`config.mk`:
```
export PLATFORM = sky130hd
export DESIGN_NAME = uart_tx_fifo_flat
export DESIGN_NICKNAME = d
export VERILOG_FILES = /design/src/rtl/uart_pkg.sv /design/src/rtl/uart_tx_fifo_if.sv /design/src/rtl/uart_tx_fifo_sync_fifo.sv /design/src/rtl/uart_tx_fifo.sv /design/src/flat_wrapper.sv
export SDC_FILE = /design/constraint.sdc
export NUM_CORES = 1
export LEC_CHECK = 0
export ABC_AREA = 0
export CORE_ASPECT_RATIO = 1.4
export CORE_MARGIN = 2
export CORE_UTILIZATION = 61
export DETAILED_ROUTE_END_ITERATION = 8
export PLACE_DENSITY = 0.79
export SLEW_MARGIN = 20
export SYNTH_ARGS = -nofsm -noshare
export SYNTH_HDL_FRONTEND = slang
export SYNTH_SLANG_ARGS = --single-unit
```
`constraint.sdc`:
```
create_clock -name clk -period 3.6 [get_ports clk]
set_input_delay 0.72 -clock clk [delete_from_list [all_inputs] [get_ports clk]]
set_output_delay 0.72 -clock clk [all_outputs]
set_load 0.005 [all_outputs]
```
`src/rtl/uart_pkg.sv`:
```
// rtl/uart_pkg.sv - shared encodings and helpers for the UART transmit path
package uart_pkg;

  localparam int PAR_NONE = 0;
  localparam int PAR_ODD  = 1;
  localparam int PAR_EVEN = 2;

  typedef enum logic [2:0] {
    ST_IDLE  = 3'd0,
    ST_START = 3'd1,
    ST_DATA  = 3'd2,
    ST_PAR   = 3'd3,
    ST_STOP  = 3'd4
  } tx_state_e;

  // Clocks per line bit, rounded to nearest.
  function automatic int calc_div(input int clk_freq, input int baud);
    return (clk_freq + baud / 2) / baud;
  endfunction

endpackage

```
`src/rtl/uart_tx_fifo_if.sv`:
```
// rtl/uart_tx_fifo_if.sv - producer write handshake into the UART transmit FIFO
interface uart_tx_fifo_if #(
  parameter int DATA_BITS = 8
);

  logic [DATA_BITS-1:0] tx_data;
  logic                 tx_valid;
  logic                 tx_ready;

  modport master (
    output tx_data,
    output tx_valid,
    input  tx_ready
  );

  modport slave (
    input  tx_data,
    input  tx_valid,
    output tx_ready
  );

endinterface

```
`src/rtl/uart_tx_fifo_sync_fifo.sv`:
```
// rtl/uart_tx_fifo_sync_fifo.sv - single-clock FIFO, full/empty derived from level
module sync_fifo #(
  parameter int WIDTH = 8,
  parameter int DEPTH = 16
) (
  input  logic                     clk,
  input  logic                     rst,
  input  logic                     push,
  input  logic                     pop,
  input  logic [WIDTH-1:0]         wdata,
  output logic [WIDTH-1:0]         rdata,
  output logic                     full,
  output logic                     empty,
  output logic [$clog2(DEPTH):0]   level
);

  localparam int AW = $clog2(DEPTH);

  logic [WIDTH-1:0] mem_q [DEPTH];
  logic [AW-1:0]    wptr_q, wptr_d;
  logic [AW-1:0]    rptr_q, rptr_d;
  logic [AW:0]      level_q, level_d;
  logic             do_push, do_pop;

  assign full    = (level_q == (AW+1)'(DEPTH));
  assign empty   = (level_q == '0);
  assign do_push = push & ~full;
  assign do_pop  = pop & ~empty;

  always_comb begin
    wptr_d  = wptr_q;
    rptr_d  = rptr_q;
    level_d = level_q;
    if (do_push) wptr_d = wptr_q + 1'b1;
    if (do_pop)  rptr_d = rptr_q + 1'b1;
    case ({do_push, do_pop})
      2'b10:   level_d = level_q + 1'b1;
      2'b01:   level_d = level_q - 1'b1;
      default: level_d = level_q;
    endcase
  end

  always_ff @(posedge clk or negedge rst) begin
    if (!rst) begin
      wptr_q  <= '0;
      rptr_q  <= '0;
      level_q <= '0;
    end else begin
      wptr_q  <= wptr_d;
      rptr_q  <= rptr_d;
      level_q <= level_d;
    end
  end

  // Storage is not reset; pointers and level define what is valid.
  always_ff @(posedge clk) begin
    if (do_push) mem_q[wptr_q] <= wdata;
  end

  assign rdata = mem_q[rptr_q];
  assign level = level_q;

endmodule

```
`src/rtl/uart_tx_fifo.sv`:
```
// rtl/uart_tx_fifo.sv - UART transmitter fed by a FIFO, back-to-back frames while data is queued
module uart_tx_fifo
  import uart_pkg::*;
#(
  parameter int CLK_FREQ   = 50000000,
  parameter int BAUD       = 115200,
  parameter int DATA_BITS  = 8,
  parameter int PARITY     = PAR_NONE,
  parameter int STOP_BITS  = 1,
  parameter int FIFO_DEPTH = 16
) (
  input  logic                          clk,
  input  logic                          rst,
  uart_tx_fifo_if.slave                 wr,
  output logic                          uart_txd,
  output logic                          busy,
  output logic [$clog2(FIFO_DEPTH):0]   fifo_level
);

  localparam int DIV      = calc_div(CLK_FREQ, BAUD);
  localparam int STOP_LEN = STOP_BITS * DIV;
  localparam int CW       = $clog2(STOP_LEN + 1);
  localparam int BW       = $clog2(DATA_BITS);

  tx_state_e            state_q, state_d;
  logic [CW-1:0]        cnt_q, cnt_d;
  logic [BW-1:0]        bit_q, bit_d;
  logic [DATA_BITS-1:0] shift_q, shift_d;
  logic                 par_q, par_d;
  logic                 txd_q, txd_d;
  logic                 up_q;
  logic                 ready, push, pop, full, empty;
  logic [DATA_BITS-1:0] head;
  logic                 head_par;

  // up_q keeps tx_ready low through reset and for the first edge after it.
  assign ready       = up_q & ~full;
  assign wr.tx_ready = ready;
  assign push        = wr.tx_valid & ready;
  assign head_par    = (PARITY == PAR_ODD) ? ~(^head) : ^head;

  sync_fifo #(
    .WIDTH (DATA_BITS),
    .DEPTH (FIFO_DEPTH)
  ) u_fifo (
    .clk   (clk),
    .rst   (rst),
    .push  (push),
    .pop   (pop),
    .wdata (wr.tx_data),
    .rdata (head),
    .full  (full),
    .empty (empty),
    .level (fifo_level)
  );

  always_comb begin
    state_d = state_q;
    cnt_d   = cnt_q + 1'b1;
    bit_d   = bit_q;
    shift_d = shift_q;
    par_d   = par_q;
    txd_d   = 1'b1;
    pop     = 1'b0;
    unique case (state_q)
      ST_IDLE: begin
        cnt_d = '0;
        if (!empty) begin
          pop     = 1'b1;
          shift_d = head;
          par_d   = head_par;
          state_d = ST_START;
        end
      end
      ST_START: begin
        txd_d = 1'b0;
        if (cnt_q == CW'(DIV - 1)) begin
          cnt_d   = '0;
          bit_d   = '0;
          state_d = ST_DATA;
        end
      end
      ST_DATA: begin
        txd_d = shift_q[0];
        if (cnt_q == CW'(DIV - 1)) begin
          cnt_d   = '0;
          shift_d = shift_q >> 1;
          bit_d   = bit_q + 1'b1;
          if (bit_q == BW'(DATA_BITS - 1)) begin
            state_d = (PARITY != PAR_NONE) ? ST_PAR : ST_STOP;
          end
        end
      end
      ST_PAR: begin
        txd_d = par_q;
        if (cnt_q == CW'(DIV - 1)) begin
          cnt_d   = '0;
          state_d = ST_STOP;
        end
      end
      ST_STOP: begin
        // Popping on the last stop cycle starts the next frame with no idle bit.
        if (cnt_q == CW'(STOP_LEN - 1)) begin
          cnt_d = '0;
          if (!empty) begin
            pop     = 1'b1;
            shift_d = head;
            par_d   = head_par;
            state_d = ST_START;
          end else begin
            state_d = ST_IDLE;
          end
        end
      end
      default: begin
        state_d = ST_IDLE;
      end
    endcase
  end

  always_ff @(posedge clk or negedge rst) begin
    if (!rst) begin
      state_q <= ST_IDLE;
      cnt_q   <= '0;
      bit_q   <= '0;
      shift_q <= '0;
      par_q   <= 1'b0;
      txd_q   <= 1'b1;
      up_q    <= 1'b0;
    end else begin
      state_q <= state_d;
      cnt_q   <= cnt_d;
      bit_q   <= bit_d;
      shift_q <= shift_d;
      par_q   <= par_d;
      txd_q   <= txd_d;
      up_q    <= 1'b1;
    end
  end

  assign uart_txd = txd_q;
  assign busy     = (state_q != ST_IDLE) | (fifo_level != '0);

endmodule
```
`src/flat_wrapper.sv`:
```
// flat-port wrapper written by rule: the top's interface ports become plain ports
module uart_tx_fifo_flat import uart_pkg::*;
#(
  parameter int CLK_FREQ   = 50000000,
  parameter int BAUD       = 115200,
  parameter int DATA_BITS  = 8,
  parameter int PARITY     = PAR_NONE,
  parameter int STOP_BITS  = 1,
  parameter int FIFO_DEPTH = 16
)
  (clk, rst, uart_txd, busy, fifo_level, wr_tx_data, wr_tx_valid, wr_tx_ready);
  uart_tx_fifo_if #(.DATA_BITS(DATA_BITS)) wr_i ();
  input  logic clk;
  input  logic rst;
  output logic uart_txd;
  output logic busy;
  output logic [$clog2(FIFO_DEPTH):0] fifo_level;
  input wire logic [$bits(wr_i.tx_data)-1:0] wr_tx_data;
  input wire logic [$bits(wr_i.tx_valid)-1:0] wr_tx_valid;
  output wire logic [$bits(wr_i.tx_ready)-1:0] wr_tx_ready;
  assign wr_i.tx_data = wr_tx_data;
  assign wr_i.tx_valid = wr_tx_valid;
  assign wr_tx_ready = wr_i.tx_ready;
  uart_tx_fifo #(.CLK_FREQ(CLK_FREQ), .BAUD(BAUD), .DATA_BITS(DATA_BITS), .PARITY(PARITY), .STOP_BITS(STOP_BITS), .FIFO_DEPTH(FIFO_DEPTH)) u_core (.clk(clk), .rst(rst), .wr(wr_i), .uart_txd(uart_txd), .busy(busy), .fifo_level(fifo_level));
endmodule
```
**Run 1: metal 1**

The bar under the picture is 20 µm long. Supply wires on this layer in gray.
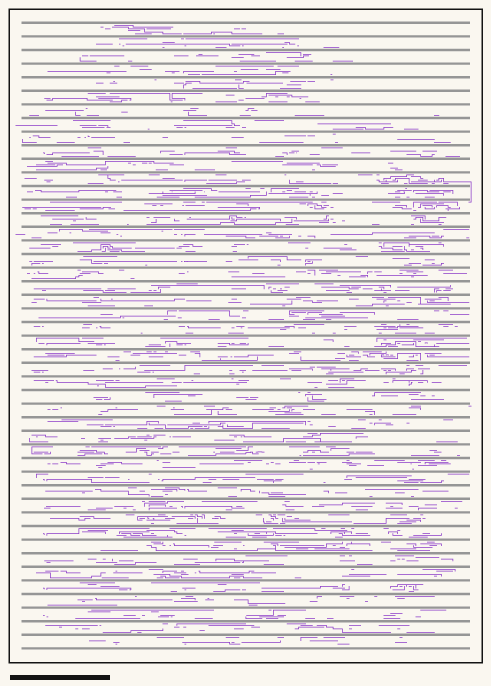
longest straight run: 25.3 µm
main direction: horizontal
share of all routed wire: 37%
routing usage on met1: 24.9%
final wirelength: 12,500 µm
Vias: 3,584

**Run 1: metal 2**

Cells faint in the background.
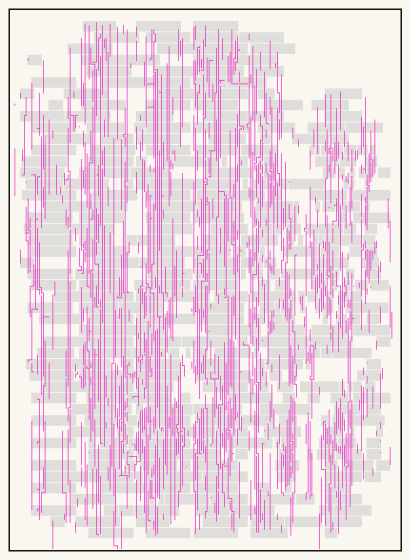
wire length on this layer: 7,110 µm
nets with wire on the layer: 421
main direction: vertical
grt met2 use: 41.8%

**Run 1: met3 routing**

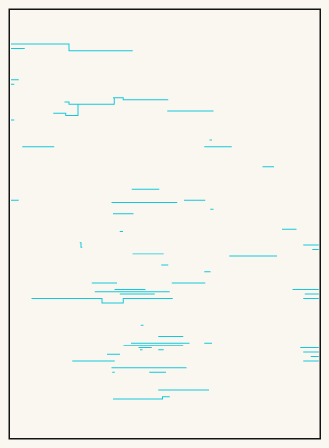
nets with wire on the layer: 37
main direction: horizontal
longest straight run: 22.5 µm

**Run 1: met4 routing**

The bar under the picture is 20 µm long. Supply wires on this layer in gray.
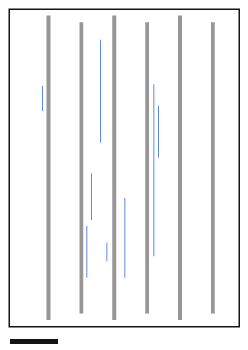
longest straight run: 70.7 µm
nets with wire on the layer: 6
main direction: vertical

==> impl_metrics.ini, run 1 <==
; implementation run metrics
[status]
status = finished clean

[detailed_routing]
wl_met1_um = 4670
via_per_inst = 5.95

[synth]
topCombFamilyByArea = multiplexers
syn_nets = 435
area_leaders = edfxtp_1, dfrtp_1, mux4_2
simple_gate_share_pct = 5.73
top_cell = edfxtp_1
yosysSeqAreaShare_pct = 69.2

[layout]
final_common_cell = edfxtp_1
layout.nets = 470
flops = 167
mostFrequentLayoutCells = edfxtp_1, dfrtp_1, nor2_1, nand2_1, mux4_2

[pwr]
pwr-share-comb_pct = 28.7
ir_worst_vdd_mv = 0.528
p_int_w = 0.00416

[setup_path]
cpMaxStageDelayCell = a21oi_2
crit_top_cell = ha_1
crit_fanout = 9

[grt]
grt.overflow.total = 0
grt_first_pass_wirelength_um = 19700

[clock_network]
clock-sinks = 167

[timing]
finClkSkew_ps = 10.2
finalClockPeriodUsage_pct = 85.6

[placement]
hpwl_um = 8120
==> inputs of run 2 (changes only) <==
--- a/config.mk
+++ b/config.mk
@@ -14,4 +14,5 @@
 export SLEW_MARGIN = 20
 export SYNTH_ARGS = -nofsm -noshare
 export SYNTH_HDL_FRONTEND = slang
+export SYNTH_HIERARCHICAL = 1
 export SYNTH_SLANG_ARGS = --single-unit
**Run 2: routing congestion map**

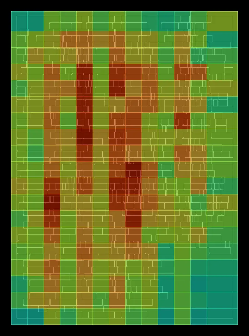
busiest grt layer: met2
routing usage on met1: 29.8%

==> run 2 against run 1 <==
Area after synthesis up 3.5%. Clock-buffer cell count up 2. Critical path type unchanged. First-iteration DRC count up 25%. Non-clock buffer count down 7. Design area up 2.4%. Largest cell class unchanged. Sequential power down 9.1%. Final cell count up 7.3%. Global-route usage up 1.4 points. Maximum frequency down 7.5%. Wire length up 9.0%. Register-to-register slack worse by 250 ps. Combinational power down 75%.
==> impl_metrics.ini, run 2 <==
; implementation run metrics
[pwr]
top_power_group = sequential cells
p_seq_w = 0.00231
p_clk_w = 0.00176
p_int_w = 0.00343
pwr-share-comb_pct = 9.7
ir_worst_vdd_mv = 0.363

[setup_path]
path_buffers = 2
critPathMaxStageDelay_ps = 450
cpMaxStageDelayCell = dfrtp_1
cp.arrival_ps = 3630
rr_endpoint = u_core/u_fifo/level[4]$_DFFE_PN0P_
worst_path_dominant_cell_family = simple AND/OR/NAND/NOR gates
crit_fanout = 5

[grt]
grt_util_met2_pct = 40.0
grt_first_pass_wirelength_um = 21900

[timing]
fin_hold_ws_ps = 423
finalClockPeriodUsage_pct = 92.6
maxSlewHeadroom_pct = 40.6
finClkSkew_ps = 9.94

[synth]
mux_share_pct = 12.8
area_leaders = edfxtp_1, dfrtp_1, mux4_2
yosysSeqAreaShare_pct = 66.9
topCombFamilyByArea = multiplexers
synth-edff-count = 128
simple_gate_share_pct = 6.55
syn_nets = 486
ys_sh_aoi_pct = 5.38
top_cell = edfxtp_1

[layout]
final_util_pct = 69.1
layout.nets = 511
flops = 167
comb_share_pct = 27.1
final_common_cell = edfxtp_1
mostFrequentLayoutCells = edfxtp_1, dfrtp_1, nor2_1, mux2i_1
drive_gt1_share_pct = 18.2
antennaDiodeCount = 0
dominant-cell-class = registers

[clock_network]
cts_tree = yes
cts_inserted_buffers = 17
clock-sinks = 167

[detailed_routing]
wl_met2_um = 7410
drt_wl_total_um = 13600
vias = 3857
wl_met1_um = 5230
via_per_inst = 5.97

[floorplan]
fp.dieW_um = 95.9

[status]
status = finished clean

[run]
max_cap_violations = 0

[placement]
hpwl_um = 9320
**Run 2: met4 routing**

The bar under the picture is 20 µm long. Supply wires on this layer in gray.
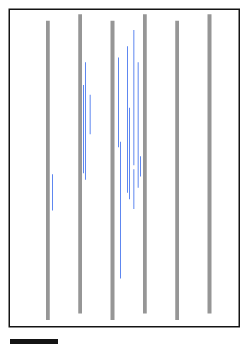
main direction: vertical
nets with wire on the layer: 11
share of all routed wire: 3.3%
wire length on this layer: 444 µm
longest straight run: 61.2 µm

Power and IR drop assume default switching activity.
